## src/rtl/mem_stage_ctrl.sv

```systemverilog
// mem_stage_ctrl
//   MEM-stage access controller. Takes the registered EX/MEM memory controls,
//   issues one request per memory op to a multi-cycle data memory, waits for
//   its completion pulse (bounded by TIMEOUT), returns load data toward MEM/WB,
//   and holds the upstream pipeline through stall while an access is pending.
//
//   state | meaning
//   ------+---------------------------------------------------------------
//   IDLE  | no access pending; an op on the EX/MEM outputs starts one
//   BUSY  | request issued, waiting for mem_valid or the wait limit
//   DONE  | one-cycle completion; pipeline advances, mem_out_valid high
//
// Ports
//   clk, rst           clock, asynchronous active-low reset
//   EXMEMMemRead       load request from EX/MEM
//   EXMEMMemWrite      store request from EX/MEM
//   EXMEMalu_out       effective address
//   EXMEMwrite_data    store data
//   mem_req            one-cycle request pulse to data memory
//   mem_we             1 = write, 0 = read (valid with mem_req)
//   mem_addr           latched address, stable until the next access
//   mem_wdata          latched store data, stable until the next access
//   mem_valid          completion pulse from data memory
//   mem_rdata          read data, valid with mem_valid
//   stall              combinational hold for PC, IF/ID, ID/EX, EX/MEM
//   mem_out_data       registered load result (0xFFFF on read timeout)
//   mem_out_valid      one-cycle pulse in DONE
//   mem_err            sticky error (timeout or read+write together)

module mem_stage_ctrl #(
  parameter int TIMEOUT = 16
) (
  input  logic        clk,
  input  logic        rst,
  input  logic        EXMEMMemRead,
  input  logic        EXMEMMemWrite,
  input  logic [15:0] EXMEMalu_out,
  input  logic [15:0] EXMEMwrite_data,
  output logic        mem_req,
  output logic        mem_we,
  output logic [15:0] mem_addr,
  output logic [15:0] mem_wdata,
  input  logic        mem_valid,
  input  logic [15:0] mem_rdata,
  output logic        stall,
  output logic [15:0] mem_out_data,
  output logic        mem_out_valid,
  output logic        mem_err
);

  localparam int CW = $clog2(TIMEOUT + 1);

  typedef enum logic [1:0] {
    IDLE = 2'd0,
    BUSY = 2'd1,
    DONE = 2'd2
  } state_t;

  state_t        state;
  logic [CW-1:0] wait_cnt;
  logic          op;
  logic          accept;
  logic          expired;

  assign op = EXMEMMemRead | EXMEMMemWrite;

  // mem_req is high exactly in the first BUSY cycle, so it doubles as the
  // marker for the request cycle in which a completion pulse is not trusted.
  assign accept = mem_valid & ~mem_req;

  // wait_cnt holds the number of BUSY cycles already finished; the limit is
  // reached in the TIMEOUT-th BUSY cycle.
  assign expired = (wait_cnt == CW'(TIMEOUT - 1));

  assign stall = ((state == IDLE) & op) | (state == BUSY);

  always_ff @(posedge clk or negedge rst) begin
    if (!rst) begin
      state         <= IDLE;
      wait_cnt      <= '0;
      mem_req       <= 1'b0;
      mem_we        <= 1'b0;
      mem_addr      <= 16'h0000;
      mem_wdata     <= 16'h0000;
      mem_out_data  <= 16'h0000;
      mem_out_valid <= 1'b0;
      mem_err       <= 1'b0;
    end else begin
      case (state)
        IDLE: begin
          mem_out_valid <= 1'b0;
          if (op) begin
            mem_addr  <= EXMEMalu_out;
            mem_wdata <= EXMEMwrite_data;
            // Read+write together is resolved as a write and flagged.
            mem_we    <= EXMEMMemWrite;
            mem_req   <= 1'b1;
            wait_cnt  <= '0;
            if (EXMEMMemRead && EXMEMMemWrite) begin
              mem_err <= 1'b1;
            end
            state <= BUSY;
          end
        end

        BUSY: begin
          mem_req  <= 1'b0;
          wait_cnt <= wait_cnt + CW'(1);
          if (accept) begin
            if (!mem_we) begin
              mem_out_data <= mem_rdata;
            end
            mem_out_valid <= 1'b1;
            state         <= DONE;
          end else if (expired) begin
            mem_err <= 1'b1;
            if (!mem_we) begin
              mem_out_data <= 16'hFFFF;
            end
            mem_out_valid <= 1'b1;
            state         <= DONE;
          end
        end

        DONE: begin
          // EX/MEM advances on this edge, so return to IDLE without looking
          // at the (stale) op inputs; the served request is never re-issued.
          mem_out_valid <= 1'b0;
          state         <= IDLE;
        end

        default: begin
          mem_req       <= 1'b0;
          mem_out_valid <= 1'b0;
          state         <= IDLE;
        end
      endcase
    end
  end

endmodule

```

## config.mk

```make
export PLATFORM = sky130hd
export DESIGN_NAME = mem_stage_ctrl
export DESIGN_NICKNAME = d
export VERILOG_FILES = /design/src/rtl/mem_stage_ctrl.sv
export SDC_FILE = /design/constraint.sdc
export NUM_CORES = 1
export LEC_CHECK = 0
export CAP_MARGIN = 20
export CORE_AREA = 2 2 80 82
export DETAILED_ROUTE_END_ITERATION = 8
export DIE_AREA = 0 0 82 84
export GPL_ROUTABILITY_DRIVEN = 0
export HOLD_SLACK_MARGIN = 0.1
export PLACE_DENSITY = 0.84
export SETUP_SLACK_MARGIN = 0.02
export SKIP_LAST_GASP = 1
export SLEW_MARGIN = 5
export SYNTH_ARGS = -nofsm -noshare
export SYNTH_HDL_FRONTEND = slang
export SYNTH_SLANG_ARGS = --single-unit
```

## constraint.sdc

```tcl
create_clock -name clk -period 1.8 [get_ports clk]
set_input_delay 0.36 -clock clk [delete_from_list [all_inputs] [get_ports clk]]
set_output_delay 0.36 -clock clk [all_outputs]
set_load 0.005 [all_outputs]
```

Figure 1. Metal 3.
Drawn at 6 px/µm.
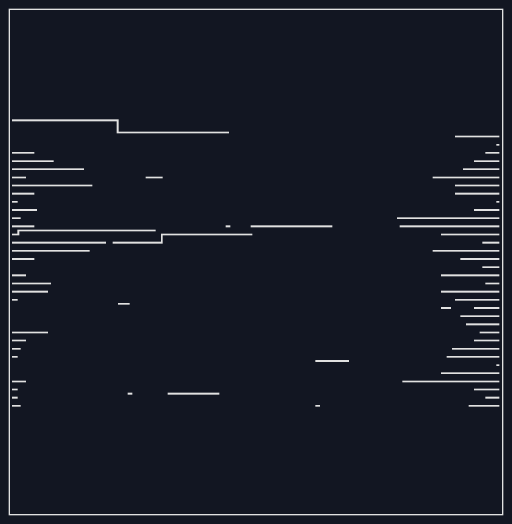
share of all routed wire: 8.0%
wire length on this layer: 446 µm
longest straight run: 22.8 µm

==> results_slide.txt <==
Synthesis and Place & Route Summary

Global routing
  – Global-route wire length before repair: 9060 µm
  – Initial antenna violation count: 0
  – Gr ovfl total: 0
  – GRT Overall Usage: between 10% and 20%
  – Largest net degree at the start of global routing: 32
  – Vias in the first global route: 1967

Placement
  – Post-DP HPWL: 4100 µm
  – Place WS: -0.144 ns
  – Area after DPL: ~3600 µm²
  – I/O Buffers: roughly 110
  – Dpl cells: about 360

Drt
  – Routed WL: 5600 µm
  – Vias per inst: 4.89
  – Drt pass-1 iters: 5
  – Violation tally from detailed-route iteration zero: 26
  – Detail Route Antenna Nets: 0
  – # DRC: 0
  – Vias post-DR: 1859
  – WL per Instance: ~15 µm

STA
  – Final setup viols: 0
  – Hold Vio Cnt, Final: 0
  – Final worst slack: 0.113 ns
  – Layout Skew: 0.00617 ns
  – Hold Slack: 0.481 ns
  – FMAX: 0.593 GHz
  – Fin. max-slew vios: 0
  – Fin crit period: 1.69 ns
  – Period utilization: 93.7%
  – Setup TNS: 0 ns
  – Slew headroom: 73.2%
  – Worst Tran Pin Value: 0.402 ns
  – RSZ-0062 raised after global routing: true

Setup path
  – Reg-to-reg endpoint: mem_out_data[14]
  – CP delay by family, top: simple AND/OR/NAND/NOR gates
  – CP Capture Type: flip-flop
  – Worst path max stage delay: 0.50 ns
  – CP required: ~2.0 ns
  – Crit path buffers/inverters: 2
  – WP data arrival: 1.90 ns
  – Beginning of the critical path: state[1]
  – Worst Reg-to-Reg Cells: 5
  – Worst Setup EP: mem_out_data[14]
  – Reg-to-Reg Start: state[1]
  – Setup slack, reg-to-reg: 0.11 ns
  – Critical path class: flip-flop to flip-flop
  – Startpoint types: flip-flop
  – Most common cell on crit path: buf_4
  – Crit-path cells: nand2b_4, buf_4, buf_4, or4_1, o21a_1
  – Critical path depth: 5
  – Critical Path Slowest Stage Cell: or4_1
  – Critical-path maximum fanout: 19

Yosys
  – Ys cells: 172
  – Ys async rst share: 100%
  – Mapped Cells: 172
  – Synth cell count leaders: dfrtp_1, mux2_1, o21a_1, or4_1, nand2_1
  – AND-OR/OR-AND Cells, Area Fraction: under 10%
  – Synth Register Bits: 59
  – Post-synth EDFFs: 0
  – Register area share after synthesis: 60.9%
  – Post-Synth XOR/XNOR Area: 0.361%
  – Synth top cell by count: dfrtp_1
  – Post-Synth Simple-Gate Area: 10.2%
  – Comb area leader: multiplexers
  – Fa+ha+maj area frac: 1.03%
  – Largest type area fraction: approximately 60%
  – Syn nets: 227
  – Dominant synthesized flop cell: dfrtp_1
  – Yosys Chip Area: 2430 µm²
  – Cell Type Count: 30
  – Top cell type by total area after synthesis: dfrtp_1
  – Yosys warning count: 0
  – Top cells by area: dfrtp_1, mux2_1, o21a_1
  – Cell area after synthesis: between 2000 and 2500 µm²
  – Mux share: 14.9%
  – Syn avg cell area: 14.1 µm²

Die
  – Cell Rows: 29
  – Die X: 82 µm
  – Die Area: 6890 µm²
  – Core Region: 6100 µm²
  – IO Pins: 106
  – Fp_density: 39.8%
  – Die Ht: between 80 and 90 µm

Clocking
  – Max Root-Sink Buffers: 2
  – Clock sinks: 59
  – Post-CTS Setup Inserts: 2
  – CTS tree: built
  – # hold bufs at CTS: 1
  – CTS resizes: 3
  – Clk slew on worst S/H paths: around 0.070 ns
  – H-tree depth: 3
  – Root buf cell: clkbuf_8

Power and ir drop
  – Seq pwr: 2.32 mW
  – Highest-power group: combinational cells
  – Lkg Pwr: 1.58 nW
  – Sw Pwr: approximately 1.9 mW
  – Clock network fraction of design power: 18.4%
  – Worst vdd ir: ~0.81 mV
  – Power Dens Cells: 1640 nW/µm²
  – Comb pwr share: 45.1%
  – Sw Share: between 20% and 30%
  – Logic power comb: 2.86 mW

Min path
  – WHS Path Cells: 1
  – Hold_sp: mem_wdata[0]
  – WHS Endpoint: mem_wdata[0]
  – Worst hold path type: flip-flop to flip-flop

Finish
  – Flop area: 1480 µm²
  – Gate Area: ~870 µm²
  – Layout cells sized above 1: 13.9%
  – Final core utilization: a little under two thirds
  – Post-Layout Cell Count: 380
  – Most frequent logic cells in the routed design: clkdlybuf4s50_1, dfrtp_1, mux2_1, or4_1, o21a_1
  – Design area: between 3000 and 4000 µm²
  – Antenna Cells: 0
  – Nets: 353
  – Area growth syn-to-layout: 59.7%
  – Commonest Layout Cell: clkdlybuf4s50_1
  – Filler cells: 506

Flow run
  – Tool warning count: 27
  – Max_cap viols: 0

Run status
  – Status: complete, no violations
Figure 2. The clock network.
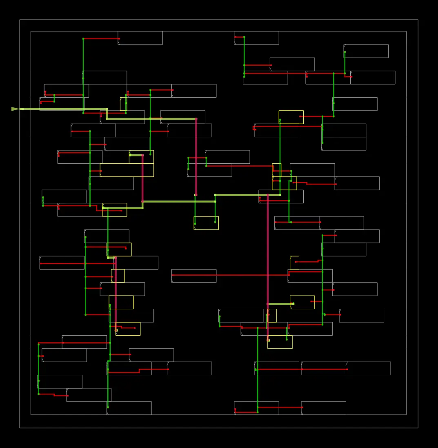
clk_lat worst skew: 0.32 ns
Flop Count: 59
clkbuf count: 11
Inserted Clock Buffers: 9
P_clk: 1.17 mW

layer usage:
layer | vias to the layer above | part of all wire, % | global-route usage [%]
met5 | - | 0 | 0
met4 | 0 | 1.3 | 7.27
met3 | 9 | 7.9 | 4.87
met2 | 76 | 49 | 28.1
met1 | 894 | 42 | 21.1
li1 | 880 | - | -
area by class of cell:
class | instances | area share [%]
clock inverter | 5 | 1.36
inverter | 4 | 0.387
multi-input combinational | 100 | 22.4
tap | 77 | 2.49
clock buffer | 11 | 3.65
sequential | 59 | 38.1
timing repair buffer | 124 | 31.5
state kept, by name, summed over array words and instances (netlist names):
| register | cells |
|---|---|
| mem_wdata | 16 |
| mem_out_valid | 1 |
| mem_addr | 16 |
| state | 2 |
| mem_we | 1 |
| mem_out_data | 16 |
| mem_err | 1 |
| wait_cnt | 5 |
| mem_req | 1 |
Power is estimated from default activity; no workload was simulated.
